`config.mk`:
```
export PLATFORM = sky130hd
export DESIGN_NAME = ldu_pixel_writer
export DESIGN_NICKNAME = d
export VERILOG_FILES = /design/src/rtl/ldu_pixel_writer.sv
export SDC_FILE = /design/constraint.sdc
export NUM_CORES = 1
export LEC_CHECK = 0
export CAP_MARGIN = 40
export CORE_ASPECT_RATIO = 0.7
export CORE_UTILIZATION = 58
export CTS_CLUSTER_SIZE = 40
export DETAILED_ROUTE_END_ITERATION = 8
export HOLD_SLACK_MARGIN = 0.12
export PLACE_DENSITY = 0.8
export RECOVER_POWER = 100
export SYNTH_ARGS = -nofsm -noshare
export SYNTH_HDL_FRONTEND = slang
export SYNTH_SLANG_ARGS = --single-unit
```
`constraint.sdc`:
```
create_clock -name clk -period 4.37 [get_ports clk]
set_input_delay 0.437 -clock clk [delete_from_list [all_inputs] [get_ports clk]]
set_output_delay 0.437 -clock clk [all_outputs]
set_load 0.01 [all_outputs]
```
`src/rtl/ldu_pixel_writer.sv`:
```
// Purpose     : plots line-drawer pixels as set bits in a 1-bpp framebuffer by read-modify-write.
// Latency     : pixel accepted in cycle 0 -> fb_rd_en cycle 3, fb_wr_en cycle 4, idle from cycle 5.
// Backpressure: pix_ready = registered FIFO count < FIFO_DEPTH; lost pixels set sticky overflow.
//
// Ports:
//   clk, reset            clock; asynchronous active-low reset
//   pix_valid/x/y/ready   pixel stream from the line drawer (7-bit coordinates)
//   fb_addr/rd_en/rdata   RAM word address and read port (rdata valid the cycle after rd_en)
//   fb_wr_en/wdata        RAM write port
//   busy                  any work queued or in flight
//   overflow, clip        sticky error flags (pixel lost / pixel out of range)
//
// Datapath: pixel FIFO -> same-word coalescer (pending word) -> IDLE/RD/WR engine.
module ldu_pixel_writer #(
  parameter int FB_W       = 64,
  parameter int FB_H       = 32,
  parameter int WORD_W     = 8,
  parameter int FIFO_DEPTH = 4,
  parameter int ADDR_W     = $clog2(FB_W * FB_H / WORD_W)
) (
  input  logic              clk,
  input  logic              reset,
  input  logic              pix_valid,
  input  logic [6:0]        pix_x,
  input  logic [6:0]        pix_y,
  output logic              pix_ready,
  output logic [ADDR_W-1:0] fb_addr,
  output logic              fb_rd_en,
  input  logic [WORD_W-1:0] fb_rdata,
  output logic              fb_wr_en,
  output logic [WORD_W-1:0] fb_wdata,
  output logic              busy,
  output logic              overflow,
  output logic              clip
);

  localparam int WPL = FB_W / WORD_W;   // words per framebuffer line
  localparam int PW  = $clog2(FIFO_DEPTH);
  localparam int EW  = ADDR_W + WORD_W; // FIFO entry: {word addr, bit mask}

  typedef enum logic [1:0] {
    ENG_IDLE,
    ENG_RD,
    ENG_WR
  } eng_state_e;

  // ---------------- state ----------------
  logic [EW-1:0]     mem_q [FIFO_DEPTH];
  logic [EW-1:0]     mem_d [FIFO_DEPTH];
  logic [PW-1:0]     wr_ptr_q, wr_ptr_d;
  logic [PW-1:0]     rd_ptr_q, rd_ptr_d;
  logic [PW:0]       count_q, count_d;

  logic              pend_vld_q, pend_vld_d;
  logic [ADDR_W-1:0] pend_addr_q, pend_addr_d;
  logic [WORD_W-1:0] pend_mask_q, pend_mask_d;

  eng_state_e        eng_state_q, eng_state_d;
  logic              fb_rd_en_q, fb_rd_en_d;
  logic              fb_wr_en_q, fb_wr_en_d;
  logic [ADDR_W-1:0] fb_addr_q, fb_addr_d;
  logic [WORD_W-1:0] job_mask_q, job_mask_d;

  logic              overflow_q, overflow_d;
  logic              clip_q, clip_d;

  // ---------------- combinational ----------------
  logic              in_range;
  logic [ADDR_W-1:0] in_addr;
  logic [WORD_W-1:0] in_mask;
  logic              push;
  logic              pop;
  logic              handoff;
  logic              fifo_ne;
  logic [ADDR_W-1:0] head_addr;
  logic [WORD_W-1:0] head_mask;

  // Pixel -> word address and bit mask. Coordinates are widened by one bit
  // so FB_W/FB_H/WORD_W of 128 still compare correctly.
  always_comb begin
    in_range = ({1'b0, pix_x} < 8'(FB_W)) && ({1'b0, pix_y} < 8'(FB_H));
    in_addr  = ADDR_W'(int'(pix_y) * WPL + int'(pix_x) / WORD_W);
    in_mask  = WORD_W'(1) << ({1'b0, pix_x} % 8'(WORD_W));
  end

  // Ready is forced low while reset is held so every output reads 0 in reset.
  assign pix_ready = reset & (count_q < (PW + 1)'(FIFO_DEPTH));
  assign push      = pix_valid & pix_ready & in_range;
  assign fifo_ne   = (count_q != '0);
  assign head_addr = mem_q[rd_ptr_q][EW-1:WORD_W];
  assign head_mask = mem_q[rd_ptr_q][WORD_W-1:0];

  // Coalescer: merge same-word pixels into the pending word; hand the word
  // to the engine once the head moves to another word (or the FIFO drains)
  // and the engine is free.
  always_comb begin
    pop         = 1'b0;
    handoff     = 1'b0;
    pend_vld_d  = pend_vld_q;
    pend_addr_d = pend_addr_q;
    pend_mask_d = pend_mask_q;
    if (!pend_vld_q) begin
      if (fifo_ne) begin
        pop         = 1'b1;
        pend_vld_d  = 1'b1;
        pend_addr_d = head_addr;
        pend_mask_d = head_mask;
      end
    end else if (fifo_ne && (head_addr == pend_addr_q)) begin
      pop         = 1'b1;
      pend_mask_d = pend_mask_q | head_mask;
    end else if (eng_state_q == ENG_IDLE) begin
      handoff = 1'b1;
      if (fifo_ne) begin
        pop         = 1'b1;
        pend_addr_d = head_addr;
        pend_mask_d = head_mask;
      end else begin
        pend_vld_d = 1'b0;
      end
    end
  end

  // FIFO pointer/count update; push and pop may coincide.
  always_comb begin
    mem_d = mem_q;
    if (push) begin
      mem_d[wr_ptr_q] = {in_addr, in_mask};
    end
    wr_ptr_d = wr_ptr_q + PW'(push);
    rd_ptr_d = rd_ptr_q + PW'(pop);
    count_d  = count_q + (PW + 1)'(push) - (PW + 1)'(pop);
  end

  // Engine: one read, one write, then one idle cycle per job.
  always_comb begin
    eng_state_d = eng_state_q;
    fb_rd_en_d  = 1'b0;
    fb_wr_en_d  = 1'b0;
    fb_addr_d   = fb_addr_q;
    job_mask_d  = job_mask_q;
    case (eng_state_q)
      ENG_IDLE: begin
        if (handoff) begin
          eng_state_d = ENG_RD;
          fb_rd_en_d  = 1'b1;
          fb_addr_d   = pend_addr_q;
          job_mask_d  = pend_mask_q;
        end
      end
      ENG_RD: begin
        eng_state_d = ENG_WR;
        fb_wr_en_d  = 1'b1;
      end
      ENG_WR: begin
        eng_state_d = ENG_IDLE;
      end
      default: begin
        eng_state_d = ENG_IDLE;
      end
    endcase
  end

  always_comb begin
    overflow_d = overflow_q | (pix_valid & ~pix_ready);
    clip_d     = clip_q | (pix_valid & ~in_range);
  end

  // ---------------- registers ----------------
  always_ff @(posedge clk or negedge reset) begin
    if (!reset) begin
      for (int i = 0; i < FIFO_DEPTH; i++) begin
        mem_q[i] <= '0;
      end
      wr_ptr_q    <= '0;
      rd_ptr_q    <= '0;
      count_q     <= '0;
      pend_vld_q  <= 1'b0;
      pend_addr_q <= '0;
      pend_mask_q <= '0;
      overflow_q  <= 1'b0;
      clip_q      <= 1'b0;
    end else begin
      mem_q       <= mem_d;
      wr_ptr_q    <= wr_ptr_d;
      rd_ptr_q    <= rd_ptr_d;
      count_q     <= count_d;
      pend_vld_q  <= pend_vld_d;
      pend_addr_q <= pend_addr_d;
      pend_mask_q <= pend_mask_d;
      overflow_q  <= overflow_d;
      clip_q      <= clip_d;
    end
  end

  // Engine state and its registered strobes; reset drops any access in flight.
  always_ff @(posedge clk or negedge reset) begin
    if (!reset) begin
      eng_state_q <= ENG_IDLE;
      fb_rd_en_q  <= 1'b0;
      fb_wr_en_q  <= 1'b0;
      fb_addr_q   <= '0;
      job_mask_q  <= '0;
    end else begin
      eng_state_q <= eng_state_d;
      fb_rd_en_q  <= fb_rd_en_d;
      fb_wr_en_q  <= fb_wr_en_d;
      fb_addr_q   <= fb_addr_d;
      job_mask_q  <= job_mask_d;
    end
  end

  // ---------------- outputs ----------------
  assign fb_rd_en = fb_rd_en_q;
  assign fb_wr_en = fb_wr_en_q;
  assign fb_addr  = fb_addr_q;
  // Read data arrives in the WR cycle itself, so the merge is combinational.
  assign fb_wdata = fb_wr_en_q ? (fb_rdata | job_mask_q) : '0;
  assign busy     = fifo_ne | pend_vld_q | (eng_state_q != ENG_IDLE);
  assign overflow = overflow_q;
  assign clip     = clip_q;

endmodule
```
**Run 1: close-up of the layout**

Bar = 10 um. Window x 43 to 73, y 26 to 56 um. Cells in grey, sequential cells in the stronger grey; small squares are vias.
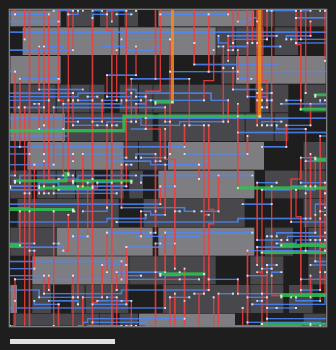
met4 -> orange
met1 -> blue
met2 -> red
met3 -> green
most frequent = dfrtp_1 (13), nand2_1 (7), o21ai_0 (6)
cells with their middle in the window = 62
sequential cells in the window = 13
netlist names of flops here include = mem_q (11), pend_mask_q (2)

**Run 1: metal layers overlaid**

Only two layers are drawn.
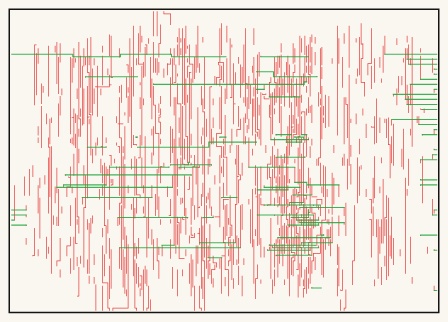
met2 -> red  # wire length 5040 um
met3 -> green  # wire length 761 um

**Run 1: M1 wires**

Supply wires on this layer in grey.
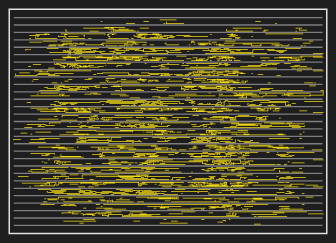
share of all routed wire = 47%
main direction = horizontal
nets with wire on the layer = 455
longest straight run = 46.5 um
wire length on this layer = 5210 um

==> metrics.cfg, run 1 <==
[outcome]
status = finished with violations
violations = max-capacitance violations, max-slew violations

[pwr]
combPwrFrac = 0.403
peakVddDrop_mv = 0.266
clockPowerShare = 0.205
pg_comb_w = 0.00152
switching_share = 0.375
power.total_w = 0.00378
switchingPower_w = 0.00142
powerDensity_nw_per_um2 = 629

[clock_network]
cts.clk_slew.worst_paths_ns = 0.07
cts_root_buffer = clkbuf_16
clock-sinks = 110
insertion_delay_ns = 0.34
cts-htree-levels = 3
cts_buffer_depth = 2
cts.repair.resized = 0
cts_tree = built

[timing]
drv_slew = 50
rsz0062_at_grt = false
setup_viol = 0
finalClockPeriodUsage = 0.858
final.setup.tns_ns = 0
fmax_mhz = 267
fin_hold_ws_ns = 0.477
hold_viol_final = 0
slew_headroom = -0.693

[route]
vias = 3589
drc = 0
met1Wirelength_um = 5210
met2_length_um = 5040
dr.pass1.iters = 5
ant_nets = 0
drt-total-wl_um = 11100
drt_iter0_drc = 303
vias_per_cell = 6.04

[logic_synthesis]
ys_area_um2 = 5260
syn_area_um2 = 5260
synth_cells = 429
muxShareOfSynthArea = 0.190
top_area_frac = 0.524
adder_share = 0.0181
xor_share = 0.0250
edf_count = 0
synth.most_common_cell = dfrtp_1
ys_cells = 429
async_reset_ff_frac = 1.00
top_cells_by_count = dfrtp_1, mux2_2, nand2_1, nor2_1, o21ai_0
yosysSeqAreaShare = 0.524
synthAoiAreaFrac = 0.0897
synth-seq-cells = 110

[layout]
fin_area_um2 = 6010
buffers = 57
ff_count = 110
nMultiInputCombCells = 284
lay_top_count = dfrtp_1
comb_share = 0.380
nets = 501
post-route-util = 0.698
sh_seq_area = 0.458
syn_to_final_growth_pct = 14.4
num-nonclk-inverters = 7
regMostFlops = mem_q

[setup_path]
r2r_slack_ns = 0.62
cp_cell_sequence = mux4_1 > xnor2_1 > nand4_1 > o311ai_0 > clkbuf_2 > mux2_2
crit_end = job_mask_q[0]$_DFFE_PN0P_
critPathRequiredTime_ns = 4.60
worstPathMaxFanout = 18
max_stage_delay_ns = 0.70
r2r-start = rd_ptr_q[0]$_DFF_PN0_
crit_family = multiplexers
critPathBufInv = 1

[global_route]
overflow = 0
grt_max_degree = 63
use_met2 = 0.385
use_met3 = 0.0701
grtUsageMet1 = 0.383

[placement]
dp_slack_ns = 0.792
dp.cells = 578
io_buffers = 46
gp_congestion = 0.836

[hold_path]
hp-class = flop to flop
min_delay_path_depth = 2

[floorplan]
coreArea_um2 = 8620
tap-cell-count = 120
num_rows = 28

[run]
cap_viol_max_count = 1

**Run 1: clock wiring as the flow saved it**

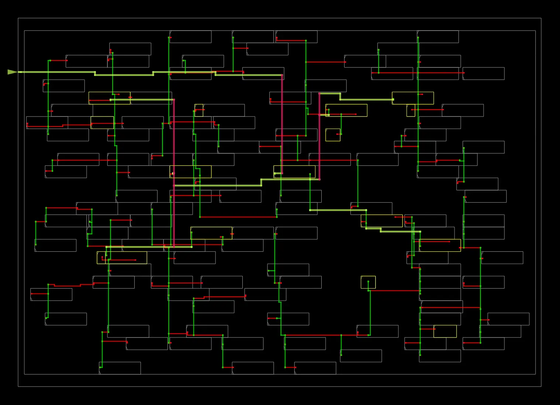

==> run 2: changes to the inputs <==
--- a/config.mk
+++ b/config.mk
@@ -5,13 +5,14 @@
 export SDC_FILE = /design/constraint.sdc
 export NUM_CORES = 1
 export LEC_CHECK = 0
+export ABC_AREA = 1
 export CAP_MARGIN = 40
 export CORE_ASPECT_RATIO = 0.7
-export CORE_UTILIZATION = 58
+export CORE_UTILIZATION = 57
 export CTS_CLUSTER_SIZE = 40
 export DETAILED_ROUTE_END_ITERATION = 8
 export HOLD_SLACK_MARGIN = 0.12
-export PLACE_DENSITY = 0.8
+export PLACE_DENSITY = 0.79
 export RECOVER_POWER = 100
 export SYNTH_ARGS = -nofsm -noshare
 export SYNTH_HDL_FRONTEND = slang
**Run 2: clock wiring as the flow saved it**

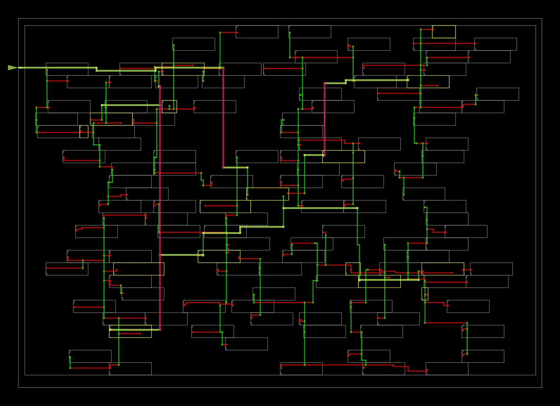
clk_skew: 0.00719 ns
flip-flops: 110
clock distribution power: 0.000886 W
# clk buffers: 11

==> metrics.cfg, run 2 <==
[outcome]
status = finished with violations
violations = max-capacitance violations, max-slew violations

[hold_path]
hp-class = primary input to async pin

[route]
met1Wirelength_um = 5170
dr.pass1.iters = 5
drt-total-wl_um = 10900
drc = 0
drt_iter0_drc = 364
ant_nets = 0

[timing]
final.setup.tns_ns = 0
fmax_mhz = 272
slew_headroom = -0.854
fin_hold_ws_ns = 0.122
drv_slew = 55

[floorplan]
tap-cell-count = 120
num_rows = 28
coreArea_um2 = 8480

[layout]
lay_top_count = nand2_1
nMultiInputCombCells = 404
post-route-util = 0.688

[clock_network]
cts_root_buffer = clkbuf_16
cts.repair.resized = 0
cts.clk_slew.worst_paths_ns = 0.07
cts_tree = built
clock-sinks = 110
cts-htree-levels = 3

[logic_synthesis]
async_reset_ff_frac = 1.00
synth_cells = 601
adder_share = 0.0190
synth.most_common_cell = nand2_1
top_cells_by_count = nand2_1, dfrtp_1, o21ai_0
muxShareOfSynthArea = 0
synthAoiAreaFrac = 0.108
xor_share = 0.0122
top_area_frac = 0.550
edf_count = 0
ys_area_um2 = 5010

[global_route]
use_met2 = 0.412
grt_max_degree = 59

[pwr]
switchingPower_w = 0.00144
powerDensity_nw_per_um2 = 647
pg_comb_w = 0.00134

[setup_path]
critPathBufInv = 3
worstPathMaxFanout = 32
cp_cell_sequence = inv_1 > nand2_1 > nand3_1 > nand2_1 > nand2_1 > nand2_1 > nand2_1 > nor2_1 > nand3_4 > nand2_2 > ha_1 > inv_1 > ha_1 > inv_1 > fa_1 > xnor2_1
r2r_slack_ns = 0.70
crit_end = count_q[2]$_DFF_PN0_

[run]
cap_viol_max_count = 1

[placement]
io_buffers = 46
dp_slack_ns = 1.08

**Run 2: the metal 4 layer**

Supply wires on this layer in grey.
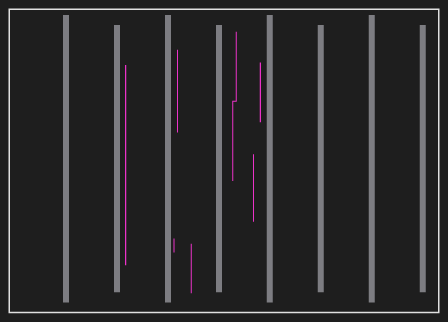
nets with wire on the layer = 6
main direction = vertical
share of all routed wire = 1.5%
longest straight run = 53.0 um
wire length on this layer = 165 um

No activity file was given, so power comes from the tool's default toggle rates.
